$ cat src/rtl/riscv_pkg.sv
// Shared RISC-V pipeline definitions used by the memory stage.
//   LSU_*    : load/store access types (funct3 encoding)
//   DEST_MEM : writeback-source code that marks a load
//   lsu_state_t : memory-stage LSU FSM encoding
package riscv_pkg;
    localparam logic [2:0] LSU_B  = 3'b000;
    localparam logic [2:0] LSU_H  = 3'b001;
    localparam logic [2:0] LSU_W  = 3'b010;
    localparam logic [2:0] LSU_BU = 3'b100;
    localparam logic [2:0] LSU_HU = 3'b101;

    localparam logic [1:0] DEST_MEM = 2'b01;

    typedef enum logic [1:0] {
        LSU_IDLE = 2'd0,
        LSU_BUSY = 2'd1,
        LSU_DONE = 2'd2
    } lsu_state_t;
endpackage

$ cat src/rtl/lsu_align.sv
// Combinational byte-lane logic for the memory-stage LSU.
//   op, offset, access, rs2 -> be, wdata, misalign  (request side)
//   rd_op, rd_offset, rdata -> rdata_ext             (response side)
module lsu_align
    import riscv_pkg::*;
(
    input  logic [2:0]  op,
    input  logic [1:0]  offset,
    input  logic        access,
    input  logic [31:0] rs2,
    output logic [3:0]  be,
    output logic [31:0] wdata,
    output logic        misalign,
    input  logic [2:0]  rd_op,
    input  logic [1:0]  rd_offset,
    input  logic [31:0] rdata,
    output logic [31:0] rdata_ext
);
    logic        bad;
    logic [7:0]  byte_sel;
    logic [15:0] half_sel;

    always_comb begin
        be    = 4'b0000;
        wdata = 32'h0;
        bad   = 1'b0;
        case (op)
            LSU_B, LSU_BU: begin
                be    = 4'b0001 << offset;
                wdata = {4{rs2[7:0]}};
            end
            LSU_H, LSU_HU: begin
                be    = offset[1] ? 4'b1100 : 4'b0011;
                wdata = {2{rs2[15:0]}};
                bad   = offset[0];
            end
            LSU_W: begin
                be    = 4'b1111;
                wdata = rs2;
                bad   = |offset;
            end
            default: bad = 1'b1;    // 011/110/111 are not valid access types
        endcase
    end

    // Only an actual access can be misaligned; a flushed slot never flags.
    assign misalign = access & bad;

    assign byte_sel = rdata[{rd_offset, 3'b000} +: 8];
    assign half_sel = rd_offset[1] ? rdata[31:16] : rdata[15:0];

    always_comb begin
        case (rd_op)
            LSU_B:   rdata_ext = {{24{byte_sel[7]}}, byte_sel};
            LSU_BU:  rdata_ext = {24'h0, byte_sel};
            LSU_H:   rdata_ext = {{16{half_sel[15]}}, half_sel};
            LSU_HU:  rdata_ext = {16'h0, half_sel};
            default: rdata_ext = rdata;
        endcase
    end
endmodule

$ cat src/rtl/mem_stage_lsu.sv
// Memory-stage load/store unit. Turns the held EX/MEM fields into a single
// req/ack data-memory transaction and stalls earlier stages while it runs.
//   inputs : alu_result_i (address), rs2_i (store data), lsu_op_i, data_dest_i,
//            mem_wr_sig_i, dmem_ack_i, dmem_rdata_i
//   outputs: dmem_req/we/addr/be/wdata_o (registered bus), load_data_o,
//            load_valid_o (pulse), stall_o, misalign_o (combinational)
module mem_stage_lsu
    import riscv_pkg::*;
#(
    parameter int ADDR_W = 32
) (
    input  logic              clk,
    input  logic              reset,
    input  logic [ADDR_W-1:0] alu_result_i,
    input  logic [31:0]       rs2_i,
    input  logic [2:0]        lsu_op_i,
    input  logic [1:0]        data_dest_i,
    input  logic              mem_wr_sig_i,
    output logic              dmem_req_o,
    output logic              dmem_we_o,
    output logic [ADDR_W-1:0] dmem_addr_o,
    output logic [3:0]        dmem_be_o,
    output logic [31:0]       dmem_wdata_o,
    input  logic              dmem_ack_i,
    input  logic [31:0]       dmem_rdata_i,
    output logic [31:0]       load_data_o,
    output logic              load_valid_o,
    output logic              stall_o,
    output logic              misalign_o
);
    lsu_state_t  state;
    logic        access;
    logic        is_load_q;
    logic [2:0]  op_q;
    logic [1:0]  off_q;
    logic [3:0]  be_c;
    logic [31:0] wdata_c;
    logic [31:0] ext_c;

    assign access = (data_dest_i == DEST_MEM) | mem_wr_sig_i;

    lsu_align u_align (
        .op        (lsu_op_i),
        .offset    (alu_result_i[1:0]),
        .access    (access),
        .rs2       (rs2_i),
        .be        (be_c),
        .wdata     (wdata_c),
        .misalign  (misalign_o),
        .rd_op     (op_q),
        .rd_offset (off_q),
        .rdata     (dmem_rdata_i),
        .rdata_ext (ext_c)
    );

    // The detect cycle stalls combinationally so EX/MEM holds the instruction
    // while the bus registers load; DONE releases the pipeline.
    assign stall_o = (state == LSU_BUSY) |
                     ((state == LSU_IDLE) & access & ~misalign_o);

    always_ff @(posedge clk or posedge reset) begin
        if (reset) begin
            state        <= LSU_IDLE;
            dmem_req_o   <= 1'b0;
            dmem_we_o    <= 1'b0;
            dmem_addr_o  <= '0;
            dmem_be_o    <= 4'b0000;
            dmem_wdata_o <= 32'h0;
            load_data_o  <= 32'h0;
            load_valid_o <= 1'b0;
            is_load_q    <= 1'b0;
            op_q         <= 3'b000;
            off_q        <= 2'b00;
        end else begin
            case (state)
                LSU_IDLE: begin
                    load_valid_o <= 1'b0;
                    if (access && !misalign_o) begin
                        dmem_req_o   <= 1'b1;
                        dmem_we_o    <= mem_wr_sig_i;
                        dmem_addr_o  <= {alu_result_i[ADDR_W-1:2], 2'b00};
                        dmem_be_o    <= be_c;
                        dmem_wdata_o <= wdata_c;
                        is_load_q    <= ~mem_wr_sig_i;   // store wins when both set
                        op_q         <= lsu_op_i;
                        off_q        <= alu_result_i[1:0];
                        state        <= LSU_BUSY;
                    end
                end
                LSU_BUSY: begin
                    if (dmem_ack_i) begin
                        dmem_req_o   <= 1'b0;
                        dmem_we_o    <= 1'b0;
                        dmem_addr_o  <= '0;
                        dmem_be_o    <= 4'b0000;
                        dmem_wdata_o <= 32'h0;
                        if (is_load_q) begin
                            load_data_o  <= ext_c;
                            load_valid_o <= 1'b1;
                        end
                        state <= LSU_DONE;
                    end
                end
                LSU_DONE: begin
                    // Inputs still show the retiring instruction; don't resample.
                    load_valid_o <= 1'b0;
                    state        <= LSU_IDLE;
                end
                default: state <= LSU_IDLE;
            endcase
        end
    end
endmodule

$ cat config.mk
export PLATFORM = sky130hd
export DESIGN_NAME = mem_stage_lsu
export DESIGN_NICKNAME = d
export VERILOG_FILES = /design/src/rtl/riscv_pkg.sv /design/src/rtl/lsu_align.sv /design/src/rtl/mem_stage_lsu.sv
export SDC_FILE = /design/constraint.sdc
export NUM_CORES = 1
export LEC_CHECK = 0
export CAP_MARGIN = 20
export CORE_MARGIN = 3
export CORE_UTILIZATION = 45
export CTS_BUF_LIST = sky130_fd_sc_hd__clkbuf_2 sky130_fd_sc_hd__clkbuf_4 sky130_fd_sc_hd__clkbuf_8
export CTS_CLUSTER_SIZE = 24
export DETAILED_ROUTE_END_ITERATION = 8
export HOLD_SLACK_MARGIN = 0.08
export PLACE_DENSITY = 0.9
export SLEW_MARGIN = 10
export SYNTH_ARGS = -nofsm -noshare
export SYNTH_HDL_FRONTEND = slang
export SYNTH_SLANG_ARGS = --single-unit
$ cat constraint.sdc
create_clock -name clk -period 10.6 [get_ports clk]
set_input_delay 2.12 -clock clk [delete_from_list [all_inputs] [get_ports clk]]
set_output_delay 2.12 -clock clk [all_outputs]
set_load 0.02 [all_outputs]
Figure 1. Register map, names as in the netlist.
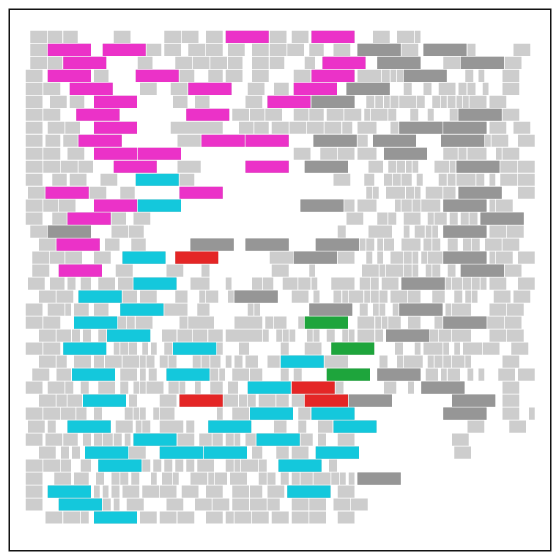
color	netlist name	sequential cells
magenta	dmem_addr_o	30
green	op_q	3
red	dmem_be_o	4
cyan	dmem_wdata_o	32
not colored	40

Figure 2. Cell classes on the final placement.
Fill, decap, tap and diode cells in gray.
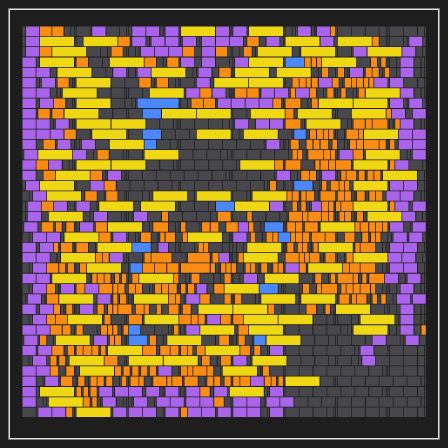
color	class	cells
purple	remaining buffers and delay cells	212
orange	remaining logic cells	368
blue	clock drivers and dummy loads	16
yellow	sequential cells	109

==> flow_summary_export.csv <==
group,metric,value,unit
setup_path,cp_top_family,"buffers and inverters",
timing,max_slew.worst_pin.slew,1.02,ns
cts,path_clk_slew,0.11,ns
routing,wl_met1,6560,um
cts,cts_tree,"yes",
placed_design,dp.cells,828,
yosys,synthAdderAreaFrac,0,%
layout,final-comb-area,2180,um^2
layout,buffers,212,
setup_path,cp_common_cell,"clkdlybuf4s50_1",
routing,drt_iter0_drc,426,
global_route,grt-ovfl-total,0,
layout,syn2layout_area_growth,44.0,%
setup_path,cp_num_cells,6,
yosys,postSynthAreaPerCell,9.90,um^2
layout,layout.area.seq,2730,um^2
status,status,"completed",
setup_path,r2r_cells,4,
setup_path,max_stage_delay,1.14,ns
cts,holdBufCountCts,0,
yosys,ys_types,43,
yosys,yosys_most_used_dff,"dfrtp_1",
yosys,top_cell_area_share,52.9,%
layout,nFillCells,858,
routing,final_antenna_net_count,0,
yosys,ys_sh_aoi,20.8,%
die,io_pins,210,
yosys,synthesis.area,5160,um^2
power,power.density,223,nW/um^2
cts,insertion_delay,0.37,ns
layout,top_regs,"dmem_wdata_o (32), load_data_o (32), dmem_addr_o (30)",
routing,num_vias,4963,
layout,lay_top_cells,"clkdlybuf4s50_1 (207), dfrtp_1 (109), nand2_1 (78), nand3_1 (54), a22o_1 (36)",
yosys,muxShareOfSynthArea,4.10,%
layout,fin_nets,805,
placed_design,pre_cts_ws,3.87,ns
placed_design,port_buffers,207,
cts,cts_setup_buffers,0,
cts,root_buffer,"clkbuf_8",
hold_path,min-delay-start,"load_valid_o",
timing,max_freq,0.147,GHz
setup_path,worst_setup_path_start_kind,"primary input",
setup_path,crit_type,"primary input to output pin",
layout,sh_comb_area,29.3,%
placed_design,routabilityCongestion,0.881,
yosys,yosys_cells,521,
yosys,yosys-top-cells-count,"dfrtp_1 (109), nand2_1 (78), nand3_1 (54), a22o_1 (36), o21ai_0 (30)",
layout,fin_cells,846,
die,core_region_area,11000,um^2
routing,drc,0,
die,num_rows,38,
global_route,met3_usage,5.72,%
yosys,synthTopLogicFamily,"AND-OR/OR-AND gates",
setup_path,critical_path.startpoint,"lsu_op_i[0]",
power,p_clk,0.000264,W
routing,dr.pass1.iters,5,
die,die-area,12800,um^2
power,pg_comb,0.000744,W
setup_path,cp-end-kind,"output pin",
yosys,yosysMostFrequentCell,"dfrtp_1",
layout,final_cell_area,7430,um^2
setup_path,crit_required,8.48,ns
timing,layout_min_cycle_time,6.79,ns
setup_path,timing.rr.end,"load_data_o[12]",
power,p_sw,0.000639,W
hold_path,holdPathEnd,"load_valid_o",
timing,setup_tns,0,ns
global_route,groute.usage.overall,25.4,%
layout,seq_cells,109,
layout,bufAreaShareNonClock,28.4,%
hold_path,min_path_cells,2,
cts,htree_levels,3,
global_route,met1_usage,32.8,%
layout,dominant_cells,"sequential cells",
global_route,grt_max_degree,66,
setup_path,crit_end,"stall_o",
global_route,met2_usage,41.0,%
cts,numClockSinks,109,
yosys,top_cells_by_area,"dfrtp_1 (53%), a22o_1 (6.1%), nand2_1 (5.7%)",
die,die_width,113,um
layout,utilization,67.3,%
yosys,xor_area_share,0.170,%
global_route,grt_first_pass_wirelength,25800,um
layout,clock_area_share,2.78,%
hold_path,hp-class,"register to register",
yosys,ys_sh_simple,17.0,%
power,top_power_group,"combinational cells",
timing,fin_worst_skew,0.0154,ns
routing,top_layer_used,"met4",
power,internal-power,0.00102,W
power,p_comb_share,44.9,%
layout,sh_seq_area,36.7,%
setup_path,cpMaxStageDelayCell,"clkdlybuf4s50_1",
cts,ctsResizeCount,0,
power,p_leak,3.20,nW
yosys,edf_count,0,
power,irDropWorstVdd,130,uV
die,die_h,113,um
setup_path,reg2reg_from,"state[1]",
timing,whs,0.496,ns
die,initial_core_util,46.8,%
layout,lay_top_count,"clkdlybuf4s50_1",
timing,setup_ws,3.81,ns
setup_path,cp_cell_sequence,"clkdlybuf4s50_1, a21oi_2, o221ai_2, buf_4, nand2_1, clkdlybuf4s50_1",
global_route,antenna_found_initial,1,
routing,post_drt_wl_per_cell,19.3,um
global_route,grt-busiest-layer,"met2",
timing,final-setup-viol-count,0,
timing,rsz0062_at_grt,"no",
power,p_seq,0.000650,W
yosys,yosysWarnings,0,
run,tool_warnings,26,
routing,drt-total-wl,16300,um
timing,drv_slew,0,
layout,n_all_inverters,7,
yosys,netlist_instances,521,
yosys,synthArstFlopShare,100,%
placed_design,dpl_cell_area,7210,um^2
timing,hold_viol,0,
cts,cts_made_buffers,9,
placed_design,dp_hpwl,11700,um
routing,route.met2.wl,7660,um
setup_path,crit_buf_inv,3,
yosys,yosysTopAreaCell,"dfrtp_1",
routing,viasPerCell,5.87,
setup_path,reg2reg_slack,7.93,ns
layout,drive_above_1_share,5.67,%
power,pwr-share-clk,15.9,%
run,max-cap-violations,0,
yosys,ys_ff,109,
setup_path,worstPathMaxFanout,36,
timing,relSlewSlack,31.8,%
global_route,grt_pass1_vias,5022,
timing,finalCritPeriodShare,64.1,%
power,power_frac_seq,39.2,%
cts,cts_buffer_depth,2,
power,total_power,0.00166,W
yosys,yosys_area,5160,um^2
yosys,ys_seq_share,52.9,%
power,switching_share,38.5,%
Figure 3. Close-up of the layout.
Bar = 20 um. Region (3, 3) to (53, 53) um. Cells in gray, sequential cells in the stronger gray; small squares are vias.
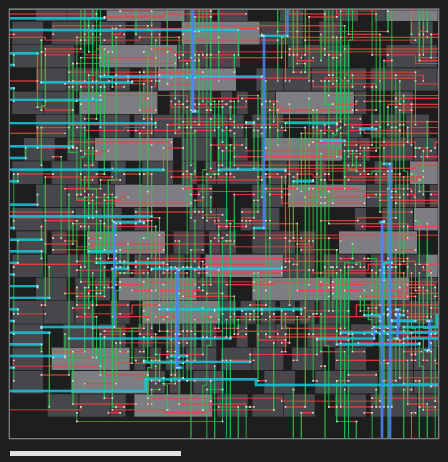
color	layer
cyan	M3
green	M2
red	M1
blue	M4
cells with their middle in the window	200
most frequent	clkdlybuf4s50_1 (53), a21oi_1 (22), dfrtp_1 (19)
netlist names of flops here include	dmem_wdata_o (18), dmem_be_o (1)
sequential cells in the window	19

Power and IR drop assume default switching activity.
